### Congestion heat map

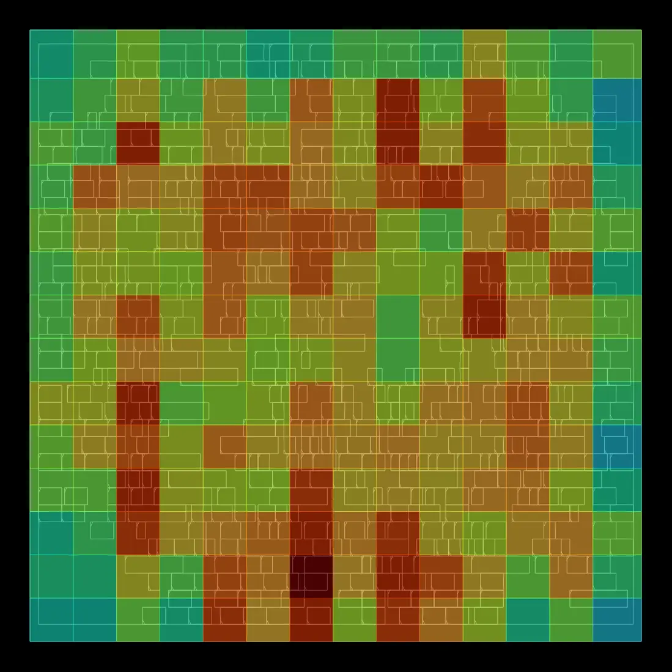
### M2 wires

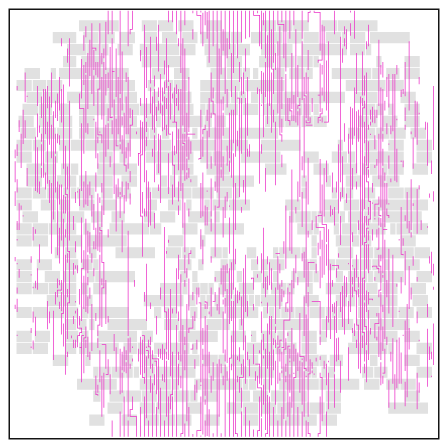
File: config.mk
export PLATFORM = sky130hd
export DESIGN_NAME = alu_opb_stage_flat
export DESIGN_NICKNAME = d
export VERILOG_FILES = /design/src/rtl/alu_opb_stage_if.sv /design/src/rtl/alu_opb_stage.sv /design/src/flat_wrapper.sv
export SDC_FILE = /design/constraint.sdc
export NUM_CORES = 1
export LEC_CHECK = 0
export CORE_UTILIZATION = 40
export DETAILED_ROUTE_END_ITERATION = 8
export PLACE_DENSITY = 0.81
export SLEW_MARGIN = 0
export SYNTH_ARGS = -nofsm -noshare
export SYNTH_HDL_FRONTEND = slang
export SYNTH_SLANG_ARGS = --single-unit
File: constraint.sdc
create_clock -name clk -period 3.6 [get_ports clk]
set_clock_uncertainty 0.05 [all_clocks]
set_input_delay 0.36 -clock clk [delete_from_list [all_inputs] [get_ports clk]]
set_output_delay 0.36 -clock clk [all_outputs]
set_load 0.02 [all_outputs]
File: src/rtl/alu_opb_stage_if.sv
// Bus bundle for the ALU operand-B stage: decode-side inputs, writeback
// candidates and the registered operand/forwarding outputs.
interface alu_opb_stage_if #(
    parameter int DATA_W = 32,
    parameter int IMM_W  = 16,
    parameter int REG_AW = 5,
    parameter int CNT_W  = 16
) ();
    logic              in_valid;
    logic              stall;
    logic              flush;
    logic [1:0]        srcb_sel;
    logic [REG_AW-1:0] rs2_addr;
    logic [DATA_W-1:0] rs2_dout;
    logic [IMM_W-1:0]  imm;
    logic              exmem_we;
    logic [REG_AW-1:0] exmem_rd;
    logic [DATA_W-1:0] exmem_data;
    logic              memwb_we;
    logic [REG_AW-1:0] memwb_rd;
    logic [DATA_W-1:0] memwb_data;
    logic [DATA_W-1:0] alu_opb;
    logic              opb_valid;
    logic [1:0]        fwd_sel;
    logic [CNT_W-1:0]  fwd_cnt;

    modport master (
        output in_valid, stall, flush, srcb_sel, rs2_addr, rs2_dout, imm,
        output exmem_we, exmem_rd, exmem_data, memwb_we, memwb_rd, memwb_data,
        input  alu_opb, opb_valid, fwd_sel, fwd_cnt
    );

    modport slave (
        input  in_valid, stall, flush, srcb_sel, rs2_addr, rs2_dout, imm,
        input  exmem_we, exmem_rd, exmem_data, memwb_we, memwb_rd, memwb_data,
        output alu_opb, opb_valid, fwd_sel, fwd_cnt
    );
endinterface

File: src/rtl/alu_opb_stage.sv
// Selects ALU operand B (forwarded register or extended immediate) and registers it.
// Latency: one cycle from decode inputs to registered alu_opb/opb_valid/fwd_sel.
// Backpressure: stall holds all state, flush inserts a bubble and wins over stall.
module alu_opb_stage #(
    parameter int DATA_W = 32,
    parameter int IMM_W  = 16,
    parameter int REG_AW = 5,
    parameter int CNT_W  = 16
) (
    input  logic              clk,
    input  logic              rst,
    alu_opb_stage_if.slave    bus
);
    localparam int EXT_W = DATA_W - IMM_W;

    localparam logic [1:0] SEL_REG  = 2'b00;
    localparam logic [1:0] SEL_SEXT = 2'b01;
    localparam logic [1:0] SEL_ZEXT = 2'b10;
    localparam logic [1:0] SEL_LUI  = 2'b11;

    localparam logic [1:0] FWD_NONE  = 2'b00;
    localparam logic [1:0] FWD_EXMEM = 2'b01;
    localparam logic [1:0] FWD_MEMWB = 2'b10;

    logic              ex_hit;
    logic              wb_hit;
    logic [DATA_W-1:0] opnd_nxt;
    logic [1:0]        fsel_nxt;

    logic [DATA_W-1:0] opb_d,  opb_q;
    logic              vld_d,  vld_q;
    logic [1:0]        fsel_d, fsel_q;
    logic [CNT_W-1:0]  cnt_d,  cnt_q;

    // A non-zero rd match also rules out forwarding for rs2_addr == 0.
    always_comb begin
        ex_hit = bus.exmem_we && (bus.exmem_rd != '0) && (bus.exmem_rd == bus.rs2_addr);
        wb_hit = bus.memwb_we && (bus.memwb_rd != '0) && (bus.memwb_rd == bus.rs2_addr);
    end

    always_comb begin
        opnd_nxt = bus.rs2_dout;
        fsel_nxt = FWD_NONE;
        case (bus.srcb_sel)
            SEL_SEXT: opnd_nxt = {{EXT_W{bus.imm[IMM_W-1]}}, bus.imm};
            SEL_ZEXT: opnd_nxt = {{EXT_W{1'b0}}, bus.imm};
            SEL_LUI:  opnd_nxt = {bus.imm, {EXT_W{1'b0}}};
            default: begin
                if (ex_hit) begin
                    opnd_nxt = bus.exmem_data;
                    fsel_nxt = FWD_EXMEM;
                end else if (wb_hit) begin
                    opnd_nxt = bus.memwb_data;
                    fsel_nxt = FWD_MEMWB;
                end
            end
        endcase
    end

    always_comb begin
        opb_d  = opb_q;
        vld_d  = vld_q;
        fsel_d = fsel_q;
        cnt_d  = cnt_q;
        if (bus.flush) begin
            opb_d  = '0;
            vld_d  = 1'b0;
            fsel_d = FWD_NONE;
        end else if (!bus.stall) begin
            vld_d = bus.in_valid;
            if (bus.in_valid) begin
                opb_d  = opnd_nxt;
                fsel_d = fsel_nxt;
                // Counter sticks at all-ones instead of wrapping.
                if ((fsel_nxt != FWD_NONE) && (cnt_q != '1)) begin
                    cnt_d = cnt_q + CNT_W'(1);
                end
            end else begin
                opb_d  = '0;
                fsel_d = FWD_NONE;
            end
        end
    end

    always_ff @(posedge clk or posedge rst) begin
        if (rst) begin
            opb_q  <= '0;
            vld_q  <= 1'b0;
            fsel_q <= FWD_NONE;
            cnt_q  <= '0;
        end else begin
            opb_q  <= opb_d;
            vld_q  <= vld_d;
            fsel_q <= fsel_d;
            cnt_q  <= cnt_d;
        end
    end

    assign bus.alu_opb   = opb_q;
    assign bus.opb_valid = vld_q;
    assign bus.fwd_sel   = fsel_q;
    assign bus.fwd_cnt   = cnt_q;
endmodule

File: src/flat_wrapper.sv
// flat-port wrapper written by rule: the top's interface ports become plain ports
module alu_opb_stage_flat 
#(
    parameter int DATA_W = 32,
    parameter int IMM_W  = 16,
    parameter int REG_AW = 5,
    parameter int CNT_W  = 16
)
  (clk, rst, bus_in_valid, bus_stall, bus_flush, bus_srcb_sel, bus_rs2_addr, bus_rs2_dout, bus_imm, bus_exmem_we, bus_exmem_rd, bus_exmem_data, bus_memwb_we, bus_memwb_rd, bus_memwb_data, bus_alu_opb, bus_opb_valid, bus_fwd_sel, bus_fwd_cnt);
  alu_opb_stage_if #(.DATA_W(DATA_W), .IMM_W(IMM_W), .REG_AW(REG_AW), .CNT_W(CNT_W)) bus_i ();
  input  logic clk;
  input  logic rst;
  input wire logic [$bits(bus_i.in_valid)-1:0] bus_in_valid;
  input wire logic [$bits(bus_i.stall)-1:0] bus_stall;
  input wire logic [$bits(bus_i.flush)-1:0] bus_flush;
  input wire logic [$bits(bus_i.srcb_sel)-1:0] bus_srcb_sel;
  input wire logic [$bits(bus_i.rs2_addr)-1:0] bus_rs2_addr;
  input wire logic [$bits(bus_i.rs2_dout)-1:0] bus_rs2_dout;
  input wire logic [$bits(bus_i.imm)-1:0] bus_imm;
  input wire logic [$bits(bus_i.exmem_we)-1:0] bus_exmem_we;
  input wire logic [$bits(bus_i.exmem_rd)-1:0] bus_exmem_rd;
  input wire logic [$bits(bus_i.exmem_data)-1:0] bus_exmem_data;
  input wire logic [$bits(bus_i.memwb_we)-1:0] bus_memwb_we;
  input wire logic [$bits(bus_i.memwb_rd)-1:0] bus_memwb_rd;
  input wire logic [$bits(bus_i.memwb_data)-1:0] bus_memwb_data;
  output wire logic [$bits(bus_i.alu_opb)-1:0] bus_alu_opb;
  output wire logic [$bits(bus_i.opb_valid)-1:0] bus_opb_valid;
  output wire logic [$bits(bus_i.fwd_sel)-1:0] bus_fwd_sel;
  output wire logic [$bits(bus_i.fwd_cnt)-1:0] bus_fwd_cnt;
  assign bus_i.in_valid = bus_in_valid;
  assign bus_i.stall = bus_stall;
  assign bus_i.flush = bus_flush;
  assign bus_i.srcb_sel = bus_srcb_sel;
  assign bus_i.rs2_addr = bus_rs2_addr;
  assign bus_i.rs2_dout = bus_rs2_dout;
  assign bus_i.imm = bus_imm;
  assign bus_i.exmem_we = bus_exmem_we;
  assign bus_i.exmem_rd = bus_exmem_rd;
  assign bus_i.exmem_data = bus_exmem_data;
  assign bus_i.memwb_we = bus_memwb_we;
  assign bus_i.memwb_rd = bus_memwb_rd;
  assign bus_i.memwb_data = bus_memwb_data;
  assign bus_alu_opb = bus_i.alu_opb;
  assign bus_opb_valid = bus_i.opb_valid;
  assign bus_fwd_sel = bus_i.fwd_sel;
  assign bus_fwd_cnt = bus_i.fwd_cnt;
  alu_opb_stage #(.DATA_W(DATA_W), .IMM_W(IMM_W), .REG_AW(REG_AW), .CNT_W(CNT_W)) u_core (.clk(clk), .rst(rst), .bus(bus_i));
endmodule
==> results.rst <==
Run summary
-----------

.. list-table::
   :header-rows: 1

   * - Metric
     - Value
   * - Number of clock buffers inserted by TritonCTS
     - 5
   * - Avg Vias per Cell
     - 5.73
   * - Post_cts resized
     - 0
   * - OpenROAD warnings
     - 26
   * - Number of buffers inserted by port buffering
     - 186
   * - Most repeated cell in the gate-level netlist after synthesis
     - sky130_fd_sc_hd__nand2_1
   * - Violation count after the first detailed-routing iteration
     - 205
   * - Count of maximum capacitance violations
     - 0
   * - Syn_nets
     - 567
   * - CP endpoint kind
     - flop
   * - Proportion of netlist area held by the largest area contributor
     - 35.0%
   * - Final Hold Vio Count
     - 0
   * - Run status
     - completed
   * - Cell accounting for the most synthesized area
     - sky130_fd_sc_hd__dfrtp_1
   * - Number of detailed-route iterations in the first pass
     - 5
   * - DP Cell Count
     - 697
   * - Setup repair after global routing missed its margin
     - false
   * - Hold endpoint
     - u_core.bus.alu_opb[7]
   * - Worst hold margin
     - 446 ps
   * - Hold Buf Count CTS
     - 0
Back to the opening pictures, 'Congestion heat map':
met3 usage: 5.18%
routed length per instance: 17.7 um
highest-utilization routing layer at the global route stage: met2
final core utilization: 64.1%
met2 Usage GRT: 47.1%

Back to the opening pictures, 'M2 wires':
- wire length on this layer: 6,310 um
- share of all routed wire: 51%
- longest straight run: 62.9 um
- nets with wire on the layer: 638
post-detailed-routing wire length: 12,500 um
total number of vias: 4,037

-- critical path, stage by stage --
cell	delay, ps
sky130_fd_sc_hd__clkdlybuf4s50_1	530
sky130_fd_sc_hd__xnor2_1	160
sky130_fd_sc_hd__nand3_2	90
sky130_fd_sc_hd__buf_4	260
sky130_fd_sc_hd__or3_4	630
sky130_fd_sc_hd__a211oi_4	340
sky130_fd_sc_hd__mux2_4	320
-- placed cells by master, fill, tap and decap left out, types with 6 or more instances in the layout --
cell type / n
sky130_fd_sc_hd__clkdlybuf4s50_1: 186
sky130_fd_sc_hd__nand2_1: 59
sky130_fd_sc_hd__dfrtp_1: 51
sky130_fd_sc_hd__o21ai_1: 34
sky130_fd_sc_hd__nor4b_1: 33
sky130_fd_sc_hd__a211oi_1: 33
sky130_fd_sc_hd__o21ai_0: 32
sky130_fd_sc_hd__nor2_1: 19
sky130_fd_sc_hd__a21oi_1: 19
sky130_fd_sc_hd__inv_1: 17
sky130_fd_sc_hd__maj3_1: 15
sky130_fd_sc_hd__xor2_1: 14
sky130_fd_sc_hd__buf_4: 10
sky130_fd_sc_hd__xnor2_1: 9
sky130_fd_sc_hd__nand3_1: 7
sky130_fd_sc_hd__a211oi_2: 6
-- cell families (layout without fill, tap and decap cells) --
family,Yosys count,count (layout),share of synthesized area (%)
AND/OR/NAND/NOR,149,149,22.9
buffers and inverters,55,222,7.28
adder cells (fa/ha/maj),16,16,4.47
multiplexers,1,1,0.412
XOR/XNOR,23,23,5.53
flip-flops,51,51,35.0
AND-OR/OR-AND,135,135,24.3
-- stage by stage --
stage | area, um^2 | util (%) | worst slack [ps]
2_1_floorplan | 3640 | - | 1710
3_3_place_gp | 5530 | 63.1 | 819
3_5_place_dp | 5530 | 63.1 | 740
4_1_cts | 5610 | 64.1 | 1080
5_1_grt | 5610 | 64.1 | 974
6_report | 5610 | 64.1 | 1050
-- how the worst max path moves through the flow --
stage                                from               endpoint  slack [ps]  cells after the start
after global routing      bus_rs2_addr[0]  u_core.bus.fwd_cnt[1]         970                      7
after floorplan           bus_memwb_rd[4]  u_core.bus.fwd_cnt[1]        1710                      6
final                     bus_rs2_addr[0]  u_core.bus.fwd_cnt[1]        1050                      7
after global placement    bus_rs2_addr[2]  u_core.bus.fwd_cnt[1]         820                      7
after detailed placement  bus_rs2_addr[0]  u_core.bus.fwd_cnt[1]         740                      7
after CTS                 bus_rs2_addr[0]  u_core.bus.fwd_cnt[1]        1080                      7
-- cell type report --
class,instances,area share (%)
Clock buffer,7,1.36
Inverter,18,1.20
Tap cell,108,2.41
Timing Repair Buffer,196,34.5
Multi-Input combinational cell,324,37.7
Clock inverter,1,0.0891
Sequential cell,51,22.7
-- per-layer routing --
metal	global-route usage [%]	routed length [um]
met3	5.18	927
met1	33.1	4990
met2	47.1	6310
met4	7.13	225
met5	0	0
-- power breakdown --
part	leakage (nW)	internal, mW	switching, mW	total (mW)
registers	0.703	0.588	0.00995	0.598
logic	1.38	0.210	0.171	0.381
clock network	0.0422	0.137	0.199	0.337
total	2.13	0.935	0.380	1.32
No activity file was given, so power comes from the tool's default toggle rates.
